M3 wires:
Cells faint in the background.
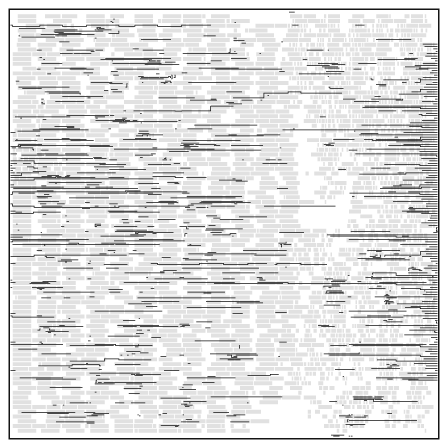
Routed clock nets over the placement:
Scale bar: 50 µm.
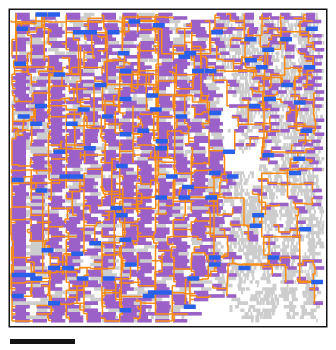
Signal metal coverage by tile:
Scale bar: 50 µm. 24 x 24 tiles, from white (low) to dark blue (high), scaled to the fullest tile. Values are wire area over tile area, all layers added.
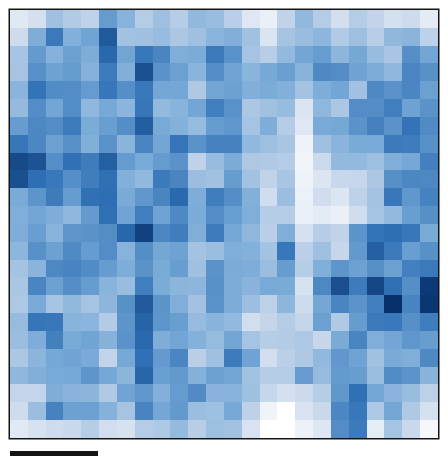
Zoomed window:
Region (102, 102) to (142, 142) µm. Cells in gray, sequential cells in the stronger gray; small squares are vias.
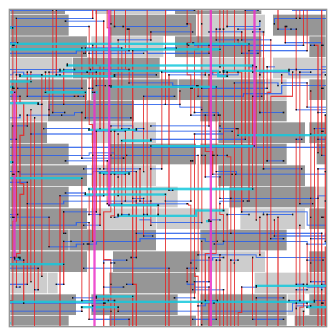
`src/rtl/tg2_csr_pkg.sv`:
```
// ---------------------------------------------------------------------------
// tg2_csr_pkg
// Shared definitions for the TG2 traffic-generator control slice:
//   - TG_START_ADDR    : TG2 config register that kicks off a test run
//   - seq_state_e      : run-sequencer FSM states
//   - tg2_tbl_entry_t  : one replay-table entry {TG2 register address, data}
//   - sat_inc16        : saturating 16-bit increment used by the run counters
// ---------------------------------------------------------------------------
package tg2_csr_pkg;

  localparam int TG2_ADDR_W = 14;
  localparam int TG2_DATA_W = 32;

  // TG2 start register; writing 1 launches a traffic run
  localparam logic [TG2_ADDR_W-1:0] TG_START_ADDR = 14'h0020;

  typedef enum logic [2:0] {
    IDLE,
    WR,
    START,
    CLR,
    RUN,
    CHK
  } seq_state_e;

  typedef struct packed {
    logic [TG2_ADDR_W-1:0] addr;
    logic [TG2_DATA_W-1:0] data;
  } tg2_tbl_entry_t;

  // Run counters stick at all-ones instead of wrapping back to zero
  function automatic logic [15:0] sat_inc16(input logic [15:0] v);
    return (v == 16'hFFFF) ? v : v + 16'd1;
  endfunction

endpackage

```
`src/rtl/tg2_run_sequencer_tbl.sv`:
```
// ---------------------------------------------------------------------------
// tg2_seq_tbl
// Register-write replay table: TBL_DEPTH entries of tg2_tbl_entry_t.
// Ports:
//   clk      : memory user clock
//   we       : write strobe for entry wr_idx
//   wr_idx   : entry index to write
//   wr_entry : {address, data} to store
//   rd_idx   : entry index to read
//   rd_entry : combinational read data for rd_idx
// Contents are deliberately not reset; the host reloads them as needed.
// ---------------------------------------------------------------------------
module tg2_seq_tbl
  import tg2_csr_pkg::*;
#(
  parameter int TBL_DEPTH = 16
) (
  input  logic                         clk,
  input  logic                         we,
  input  logic [$clog2(TBL_DEPTH)-1:0] wr_idx,
  input  tg2_tbl_entry_t               wr_entry,
  input  logic [$clog2(TBL_DEPTH)-1:0] rd_idx,
  output tg2_tbl_entry_t               rd_entry
);

  tg2_tbl_entry_t mem [TBL_DEPTH];

  // Single write port; a write may land in any sequencer state, so an
  // update during a run only shows up on the next replay pass
  always_ff @(posedge clk) begin
    if (we) begin
      mem[wr_idx] <= wr_entry;
    end
  end

  // Asynchronous read so the sequencer can drive the Avalon bus directly
  assign rd_entry = mem[rd_idx];

endmodule

```
`src/rtl/tg2_run_sequencer.sv`:
```
// ---------------------------------------------------------------------------
// tg2_run_sequencer
// Replays a table of TG2 config writes over Avalon-MM, writes the start
// register, waits for pass/fail/timeout status and records per-run results,
// repeating for num_iter runs.
// Ports:
//   clk, rst                       : memory clock, synchronous active-high reset
//   tbl_we/tbl_idx/tbl_addr/tbl_data : replay-table write port
//   tbl_len                        : entries to replay (0 = start write only)
//   num_iter                       : runs per go (0 behaves as 1)
//   wd_limit                       : watchdog cycles per wait phase (0 = off)
//   go, abort                      : start pulse (IDLE only), return to IDLE
//   cfg_*                          : Avalon-MM master to the TG2 config port
//   tg_pass/tg_fail/tg_timeout     : TG2 status levels
//   busy, done                     : not-IDLE level, completion pulse
//   iter_cnt/pass_cnt/fail_cnt/tmo_cnt : saturating run counters
//   last_cycles                    : start-accept to completion, last run
//   wd_err                         : sticky watchdog trip, cleared on go
// An abort drops any in-flight cfg_write without waiting for waitrequest;
// that Avalon protocol violation is accepted so abort is always immediate.
// ---------------------------------------------------------------------------
module tg2_run_sequencer
  import tg2_csr_pkg::*;
#(
  parameter int ADDR_W    = 14,
  parameter int DATA_W    = 32,
  parameter int TBL_DEPTH = 16,
  parameter int WD_W      = 32
) (
  input  logic                         clk,
  input  logic                         rst,
  input  logic                         tbl_we,
  input  logic [$clog2(TBL_DEPTH)-1:0] tbl_idx,
  input  logic [ADDR_W-1:0]            tbl_addr,
  input  logic [DATA_W-1:0]            tbl_data,
  input  logic [$clog2(TBL_DEPTH):0]   tbl_len,
  input  logic [15:0]                  num_iter,
  input  logic [WD_W-1:0]              wd_limit,
  input  logic                         go,
  input  logic                         abort,
  output logic [ADDR_W-1:0]            cfg_address,
  output logic                         cfg_write,
  output logic [DATA_W-1:0]            cfg_writedata,
  output logic                         cfg_read,
  input  logic                         cfg_waitrequest,
  input  logic                         tg_pass,
  input  logic                         tg_fail,
  input  logic                         tg_timeout,
  output logic                         busy,
  output logic                         done,
  output logic [15:0]                  iter_cnt,
  output logic [15:0]                  pass_cnt,
  output logic [15:0]                  fail_cnt,
  output logic [15:0]                  tmo_cnt,
  output logic [63:0]                  last_cycles,
  output logic                         wd_err
);

  localparam int IDX_W = $clog2(TBL_DEPTH);
  localparam int LEN_W = IDX_W + 1;

  seq_state_e     state_q, state_d;
  logic [IDX_W-1:0] idx_q;
  logic [63:0]    cyc_q;
  logic [WD_W-1:0] wd_q;
  tg2_tbl_entry_t wr_entry, rd_entry;

  logic run_init, idx_inc, idx_clr, cyc_clr, cyc_run, wd_clr;
  logic rec_pass, rec_fail, rec_tmo, wd_trip;
  logic status_any, wd_hit, last_entry;
  logic [15:0] iter_max;
  seq_state_e  first_state;

  assign wr_entry = '{addr: TG2_ADDR_W'(tbl_addr), data: TG2_DATA_W'(tbl_data)};

  tg2_seq_tbl #(.TBL_DEPTH(TBL_DEPTH)) u_tbl (
    .clk      (clk),
    .we       (tbl_we),
    .wr_idx   (tbl_idx),
    .wr_entry (wr_entry),
    .rd_idx   (idx_q),
    .rd_entry (rd_entry)
  );

  assign cfg_read    = 1'b0;
  assign busy        = (state_q != IDLE);
  assign status_any  = tg_pass | tg_fail | tg_timeout;
  assign wd_hit      = (wd_limit != '0) && (wd_q == wd_limit - WD_W'(1));
  assign last_entry  = (LEN_W'(idx_q) == tbl_len - LEN_W'(1));
  assign iter_max    = (num_iter == 16'd0) ? 16'd1 : num_iter;
  // An empty table skips straight to the start write
  assign first_state = (tbl_len == '0) ? START : WR;

  // State register; reset parks the FSM in IDLE, which drops cfg_write
  // on the cycle after rst
  always_ff @(posedge clk) begin
    if (rst) begin
      state_q <= IDLE;
    end else begin
      state_q <= state_d;
    end
  end

  // Next-state, Avalon drive and datapath strobes. The watchdog only ever
  // guards the two status-wait phases; bus stalls in WR/START are left to
  // the host to notice. abort overrides everything at the end so counters
  // freeze and done never fires on an aborted sequence.
  always_comb begin
    state_d       = state_q;
    cfg_write     = 1'b0;
    cfg_address   = '0;
    cfg_writedata = '0;
    done          = 1'b0;
    run_init      = 1'b0;
    idx_inc       = 1'b0;
    idx_clr       = 1'b0;
    cyc_clr       = 1'b0;
    cyc_run       = 1'b0;
    wd_clr        = 1'b0;
    rec_pass      = 1'b0;
    rec_fail      = 1'b0;
    rec_tmo       = 1'b0;
    wd_trip       = 1'b0;
    unique case (state_q)
      IDLE: begin
        if (go) begin
          run_init = 1'b1;
          state_d  = first_state;
        end
      end
      WR: begin
        cfg_write     = 1'b1;
        cfg_address   = ADDR_W'(rd_entry.addr);
        cfg_writedata = DATA_W'(rd_entry.data);
        if (!cfg_waitrequest) begin
          if (last_entry) state_d = START;
          else            idx_inc = 1'b1;
        end
      end
      START: begin
        cfg_write     = 1'b1;
        cfg_address   = ADDR_W'(TG_START_ADDR);
        cfg_writedata = DATA_W'(1);
        if (!cfg_waitrequest) begin
          cyc_clr = 1'b1;
          wd_clr  = 1'b1;
          state_d = CLR;
        end
      end
      CLR: begin
        cyc_run = 1'b1;
        if (!status_any) begin
          wd_clr  = 1'b1;
          state_d = RUN;
        end else if (wd_hit) begin
          wd_trip = 1'b1;
          state_d = CHK;
        end
      end
      RUN: begin
        cyc_run = 1'b1;
        if (tg_fail) begin
          rec_fail = 1'b1;
          state_d  = CHK;
        end else if (tg_timeout) begin
          rec_tmo = 1'b1;
          state_d = CHK;
        end else if (tg_pass) begin
          rec_pass = 1'b1;
          state_d  = CHK;
        end else if (wd_hit) begin
          wd_trip = 1'b1;
          state_d = CHK;
        end
      end
      CHK: begin
        if (iter_cnt < iter_max) begin
          idx_clr = 1'b1;
          state_d = first_state;
        end else begin
          done    = 1'b1;
          state_d = IDLE;
        end
      end
      default: state_d = IDLE;
    endcase
    if (abort) begin
      state_d  = IDLE;
      done     = 1'b0;
      run_init = 1'b0;
      idx_inc  = 1'b0;
      idx_clr  = 1'b0;
      cyc_clr  = 1'b0;
      cyc_run  = 1'b0;
      wd_clr   = 1'b0;
      rec_pass = 1'b0;
      rec_fail = 1'b0;
      rec_tmo  = 1'b0;
      wd_trip  = 1'b0;
    end
  end

  // Datapath: table index, run cycle counter, watchdog and result counters.
  // A watchdog trip is booked as a timeout outcome but leaves last_cycles
  // alone, since no real completion was observed.
  always_ff @(posedge clk) begin
    if (rst) begin
      idx_q       <= '0;
      cyc_q       <= '0;
      wd_q        <= '0;
      iter_cnt    <= '0;
      pass_cnt    <= '0;
      fail_cnt    <= '0;
      tmo_cnt     <= '0;
      last_cycles <= '0;
      wd_err      <= 1'b0;
    end else begin
      if (run_init || idx_clr) idx_q <= '0;
      else if (idx_inc)        idx_q <= idx_q + 1'b1;

      if (cyc_clr)      cyc_q <= '0;
      else if (cyc_run) cyc_q <= cyc_q + 64'd1;

      if (wd_clr)       wd_q <= '0;
      else if (cyc_run) wd_q <= wd_q + 1'b1;

      if (run_init) begin
        iter_cnt    <= '0;
        pass_cnt    <= '0;
        fail_cnt    <= '0;
        tmo_cnt     <= '0;
        last_cycles <= '0;
        wd_err      <= 1'b0;
      end else begin
        if (rec_pass || rec_fail || rec_tmo) last_cycles <= cyc_q;
        if (rec_pass || rec_fail || rec_tmo || wd_trip) iter_cnt <= sat_inc16(iter_cnt);
        if (rec_pass)            pass_cnt <= sat_inc16(pass_cnt);
        if (rec_fail)            fail_cnt <= sat_inc16(fail_cnt);
        if (rec_tmo || wd_trip)  tmo_cnt  <= sat_inc16(tmo_cnt);
        if (wd_trip)             wd_err   <= 1'b1;
      end
    end
  end

endmodule

```
`config.mk`:
```
export PLATFORM = sky130hd
export DESIGN_NAME = tg2_run_sequencer
export DESIGN_NICKNAME = d
export VERILOG_FILES = /design/src/rtl/tg2_csr_pkg.sv /design/src/rtl/tg2_run_sequencer_tbl.sv /design/src/rtl/tg2_run_sequencer.sv
export SDC_FILE = /design/constraint.sdc
export NUM_CORES = 1
export LEC_CHECK = 0
export ABC_AREA = 0
export CAP_MARGIN = 0
export CORE_UTILIZATION = 68
export DETAILED_ROUTE_END_ITERATION = 10
export DONT_BUFFER_PORTS = 1
export PLACE_DENSITY = 0.84
export SYNTH_ARGS = -nofsm -noshare
export SYNTH_HDL_FRONTEND = slang
export SYNTH_SLANG_ARGS = --single-unit
```
`constraint.sdc`:
```
create_clock -name clk -period 14.6 [get_ports clk]
set_input_delay 2.92 -clock clk [delete_from_list [all_inputs] [get_ports clk]]
set_output_delay 2.92 -clock clk [all_outputs]
set_load 0.005 [all_outputs]
```
==> results.txt <==
The following summarizes the physical implementation.

Status
The run finished with clean final reports.

Pwr
The net switching share of the total power is between 20% and 30%. The sequential power share is a little over half. Across the VDD grid, the largest voltage drop is around 0.00022 V.

The total power divided by cell area is approximately 130 nW/µm². The power drawn by the clock network is 2.42 mW. The top power group is sequential cells. The power report attributes to the combinational group a share of 2.3%.

Logic synthesis
The count of distinct cell types in the synthesized netlist is 71. The post-synth count of flops with an enable pin is around 740. The post-synthesis sequential area ratio is approximately 67%. The proportion of register bits with asynchronous set or reset after synthesis is 0%. The cell taking the most area after synthesis is edfxtp_1. For reference, compound AND-OR and OR-AND cells occupy between 3 and 4% of the area reported after synthesis.

The number of cell instances after yosys synthesis is roughly 2600. Per the synthesis report, the single largest cell type by area occupies 55.4% of cell area. The average footprint of a synthesized cell is 15.5 µm². The main combinational cell family by area after synthesis is multiplexers. The post-synthesis cell area is about 40000 µm². Of the post-synthesis cell area, the part taken by muxes is approximately 14%. The xor and xnor area share after synthesis is 3.44%.

Setup path
In this design, the stage delay of the slowest critical-path cell is approximately 0.93 ns. The cell class contributing the biggest share of worst-path delay is buffers and inverters. Looking at the reg2reg group, the worst path starts from state_q[2]$_SDFFE_PP0P_.

STA reports a reg2reg setup slack of roughly 11 ns. The critical path class is reg2out. Of all nets on the critical path, the largest fanout is roughly 54. The highest-delay cell along the critical path is buf_4. The required time reported for the critical path endpoint is 11.68 ns. The capture point of the worst reg-to-reg path is cyc_q[59]$_SDFFE_PP0P_.

Timing
The final setup TNS is 0 ns. Per the final report, max-transition violations number 0. Hold is met by between 0.4 and 0.5 ns.

Per the slew report, the remaining headroom to the max-slew limit stands at a little over a fifth. For this run, the final setup violation count is recorded as 0. The slew at the pin with the worst max-slew slack is 1.18 ns. The hold violation total from the final report is 0. Setup repair after global routing left no endpoint under its margin. Derived from the worst setup path, the maximum achievable clock frequency is 130 MHz. The maximum clock skew at final layout is about 0.020 ns. In the post-route analysis, the smallest setup slack over all paths is a little under 7 ns.

Finish
The combinational gate area is 12600 µm². The tally of non-filler cells in the final layout is 3422. The final layout report lists a filler cell count of approximately 3200. Multi-input logic gates represent a cell area share of 28.7%. Counting only logic cells after layout, the most numerous master is edfxtp_1. The class occupying the most area after layout is reported as sequential cells.

The number of inverters outside the clock class in the layout is slightly above 40. u_tbl.mem holds more flip-flops than any other register. The register with the most flip-flops in the layout has 736 of them.

The largest registers in the layout are u_tbl.mem x736, cyc_q x64, last_cycles x64. The fraction of layout cells with a size suffix above 1 is between 15 and 20%. The number of clock buffers in the layout is between 100 and 150. The count of buffers not belonging to the clock network in the layout is 31.

The number of antenna diodes in the final layout is 0. The final design was reported to hold multi-input combinational gates totalling around 1400. In the layout the commonest cells are edfxtp_1 (736), nand2_1 (241), dfxtp_1 (232).

Placed design
Input and output buffers added on the ports amount to 0. The detailed placer reported the number of placed instances as approximately 3300. The final weighted congestion recorded by global placement is 0.926.

The post-placement cell area is slightly above 40000 µm².

GRT
Summed over all layers, the global routing overflow is 0. For this run, global-route usage on met1 was measured as around two fifths. The layer carrying the most global-route usage is met2.

For this run, global-route usage on met2 was measured as between 50% and 60%. The number of global-route vias before repair is approximately 24000.

Clock tree
The CTS buffer count is slightly above 90. The clock edge transition at the registers on the reported setup and hold paths is about 0.060 ns. The clock reaches the later pin of the worst-skew pair after about 0.66 ns. The number of buffers inserted for hold repair after clock tree synthesis is 0. The TritonCTS clock tree is built.

Drt
For this block, wires on met1 add up to approximately 35 mm. According to the report, the first pass of detailed routing completed in 7 iterations. The starting DRC count in detailed routing is 2293. Per the detail_route log, the uppermost layer with routed signals is met4. The detailed-route vias per instance is slightly below 7.

In the final routed layout, each cell accounts on average for 29.4 µm.

Hold path
Hold analysis lists the worst path endpoint as last_cycles[41]$_SDFFE_PP0N_. The start point of the worst hold path is cyc_q[41]$_SDFFE_PP0P_. The class of the tightest hold or removal check is reg2reg.

Die
The floorplan report lists the tap cell count as about 770. Row generation in the floorplan step produced 88 rows. At the floorplan stage, the core utilization is reported as about 69%. The die width is about 240 µm.

The floorplan die height is about 240 µm. In this run the standard cell core region covers between 50000 and 60000 µm².

Flow run
Summing over the stages, the warning tally comes to 29. The reported max-cap violation count is 0.
Back to the opening pictures, 'M3 wires':
469 nets have wire on it. The longest straight run is 88.1 µm. The layer carries 9380 µm of wire. The wires run mostly horizontal.
overall via count from detail_route: 23200
Routed WL: 101 mm
met3 GRT Util: 8.08%

Back to the opening pictures, 'routed clock nets over the placement':
Purple shows flip-flops, count 972. Orange shows clock wires, length 10500 µm. Blue shows clock drivers, count 93.
Position of the flops: widely spread. There are 94 routed clock nets.

Back to the opening pictures, 'signal metal coverage by tile':
The emptiest ninth of the die: bottom middle. The mean over all tiles is 0.28. 0.50% of the tiles are nearly empty. The densest ninth of the die: left middle. 47% of the tiles are over half the peak. The fullest tile reaches 0.58.

Back to the opening pictures, 'zoomed window':
Blue shows metal 1. Red shows metal 2. Cyan shows metal 3. Magenta shows metal 4.
Sequential cells in the window: 32. 51 logic cells have their middle in the window. Most frequent: edfxtp_1 (32), mux4_2 (12), clkbuf_16 (3). Netlist names of flops here include `u_tbl.mem` (32).

No activity file was given, so power comes from the tool's default toggle rates.
